[src/rtl/apb_slave_regfile.sv]
// APB slave register file: NUM_REGS read/write registers, programmable wait states,
// out-of-range addresses answered with PSLVERR; register contents exported on o_REGS.
module apb_slave_regfile #(
  parameter int DATA_WIDTH  = 3,
  parameter int ADDR_WIDTH  = 16,
  parameter int NUM_REGS    = 4,
  parameter int WAIT_STATES = 1
) (
  input  logic                           i_PCLK,
  input  logic                           i_PRESET,
  input  logic                           i_PSEL,
  input  logic                           i_PENABLE,
  input  logic                           i_PWRITE,
  input  logic [ADDR_WIDTH-1:0]          i_PADDR,
  input  logic [DATA_WIDTH-1:0]          i_PWDATA,
  output logic                           o_PREADY,
  output logic [DATA_WIDTH-1:0]          o_PRDATA,
  output logic                           o_PSLVERR,
  output logic [NUM_REGS*DATA_WIDTH-1:0] o_REGS
);

  typedef enum logic {
    S_IDLE,
    S_ACCESS
  } state_t;

  localparam logic [ADDR_WIDTH:0] LP_NUM_REGS = (ADDR_WIDTH + 1)'(NUM_REGS);
  localparam logic [3:0]          LP_WAIT     = 4'(WAIT_STATES);

  state_t                r_state;
  logic [3:0]            r_cnt;
  logic [ADDR_WIDTH-1:0] r_addr;
  logic                  r_write;
  logic [DATA_WIDTH-1:0] r_wdata;
  logic [DATA_WIDTH-1:0] r_regs [NUM_REGS];

  logic                  w_setup;
  logic                  w_ready;
  logic                  w_err;
  logic [DATA_WIDTH-1:0] w_rsel;

  assign w_setup = i_PSEL & ~i_PENABLE;
  // Compare one bit wider than the address so NUM_REGS never wraps.
  assign w_err   = ({1'b0, r_addr} >= LP_NUM_REGS);
  assign w_ready = (r_state == S_ACCESS) & i_PSEL & i_PENABLE & (r_cnt == '0);

  always_comb begin
    w_rsel = '0;
    for (int unsigned r = 0; r < NUM_REGS; r++) begin
      if (r_addr == ADDR_WIDTH'(r)) w_rsel = r_regs[r];
    end
  end

  assign o_PREADY  = w_ready;
  assign o_PSLVERR = w_ready & w_err;
  assign o_PRDATA  = (w_ready & ~r_write & ~w_err) ? w_rsel : '0;

  always_comb begin
    o_REGS = '0;
    for (int unsigned r = 0; r < NUM_REGS; r++) begin
      o_REGS[r*DATA_WIDTH +: DATA_WIDTH] = r_regs[r];
    end
  end

  always_ff @(posedge i_PCLK or posedge i_PRESET) begin
    if (i_PRESET) begin
      r_state <= S_IDLE;
      r_cnt   <= '0;
      r_addr  <= '0;
      r_write <= 1'b0;
      r_wdata <= '0;
    end else begin
      case (r_state)
        S_IDLE: begin
          if (w_setup) begin
            r_addr  <= i_PADDR;
            r_write <= i_PWRITE;
            r_wdata <= i_PWDATA;
            r_cnt   <= LP_WAIT;
            r_state <= S_ACCESS;
          end
        end
        S_ACCESS: begin
          if (!i_PSEL) begin
            r_state <= S_IDLE;
          end else if (!i_PENABLE) begin
            // A fresh setup while still in ACCESS restarts the transfer.
            r_addr  <= i_PADDR;
            r_write <= i_PWRITE;
            r_wdata <= i_PWDATA;
            r_cnt   <= LP_WAIT;
          end else if (r_cnt != '0) begin
            r_cnt <= r_cnt - 4'd1;
          end else begin
            r_state <= S_IDLE;
          end
        end
        default: r_state <= S_IDLE;
      endcase
    end
  end

  always_ff @(posedge i_PCLK or posedge i_PRESET) begin
    if (i_PRESET) begin
      for (int unsigned r = 0; r < NUM_REGS; r++) r_regs[r] <= '0;
    end else if (w_ready & r_write & ~w_err) begin
      for (int unsigned r = 0; r < NUM_REGS; r++) begin
        if (r_addr == ADDR_WIDTH'(r)) r_regs[r] <= r_wdata;
      end
    end
  end

endmodule

[config.mk]
export PLATFORM = sky130hd
export DESIGN_NAME = apb_slave_regfile
export DESIGN_NICKNAME = d
export VERILOG_FILES = /design/src/rtl/apb_slave_regfile.sv
export SDC_FILE = /design/constraint.sdc
export NUM_CORES = 1
export LEC_CHECK = 0
export ABC_CLOCK_PERIOD_IN_PS = 3000
export CAP_MARGIN = 10
export CORE_ASPECT_RATIO = 1.75
export CORE_MARGIN = 8
export CORE_UTILIZATION = 49
export DETAILED_ROUTE_END_ITERATION = 8
export PLACE_DENSITY = 0.79
export SYNTH_ARGS = -nofsm -noshare
export SYNTH_HDL_FRONTEND = slang
export SYNTH_SLANG_ARGS = --single-unit
[constraint.sdc]
create_clock -name i_PCLK -period 3 [get_ports i_PCLK]
set_clock_uncertainty 0.05 [all_clocks]
set_input_delay 0.75 -clock i_PCLK [delete_from_list [all_inputs] [get_ports i_PCLK]]
set_output_delay 0.75 -clock i_PCLK [all_outputs]
set_load 0.01 [all_outputs]
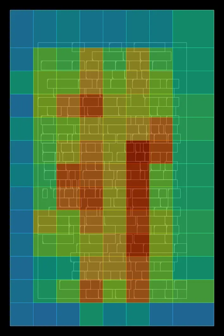
*Congestion heat map*
Final Core Density: 70.2%
gr usage total: 14.5%

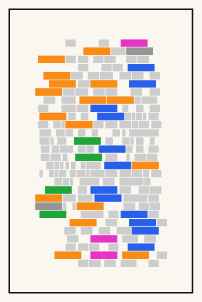
*Sequential cells coloured by netlist name*
Scale: 3 px per um. Other sequential cells in the stronger grey, the rest of the logic in the fainter grey.
Key: `r_wdata` = magenta [sequential cells 3]; `o_REGS` = blue [sequential cells 12]; `r_cnt` = green [sequential cells 4]; `r_addr` = orange [sequential cells 16]

==> CHANGELOG.md <==
### Changed

* Core area at 0.00336 sq mm
* Max Cap Violations at 0
* P_seq at 0.623 mW
* Routing usage on met3 at 3.57%
* Post-synth ARST share at 100%
* CTS tree: yes
* Init Core Util at 50.6%
* Final layout net count at 207
* Top cells by area: dfrtp_1, mux2_2, mux2_4
* Main logic family after synthesis: multiplexers
* Routed wl met2 at 2.00 mm
* GRT Residual Overflow at 0
* Outcome: finished, final reports clean
* Area Overhead vs Synth at 38.7%
* Crit path kind: reg -> out
* Reg power frac at 51.1%
* # Cells Yosys at 125
* Largest net degree at the start of global routing at 38
* Bufs w/o clock at 53
* Final max-slew violation count at 0
* Synth top cell by count: dfrtp_1
* Ys flops at 37
* I/O Pins at 41
* Layout Cells excl Fill at 226
* Log Warnings at 27
* Yosys simple share at 13.5%
* Maximum clock rate at 347 MHz
* Worst hold margin at 0.467 ns
* Main synth FF type: dfrtp_1
* Register share after synthesis at 54.4%
* Number of global-route vias before repair at 1,322
* Maximum vdd drop at 0.414 mV
* Crit path cell chain: inv_1 -> ha_1 -> nor3b_4 -> nand2b_4 -> or3_4 -> a2111oi_4 -> buf_2
* R2R depth at 7
* Chip area at 0.00569 sq mm
* Max FFs per register at 16
* Post-DP HPWL at 3.02 mm
* DR WL met3 at 199 um
* Comb power frac at 21.3%
* Switching pwr at 0.324 mW
Power figures rest on the tool's default switching activity, not on a simulated workload.
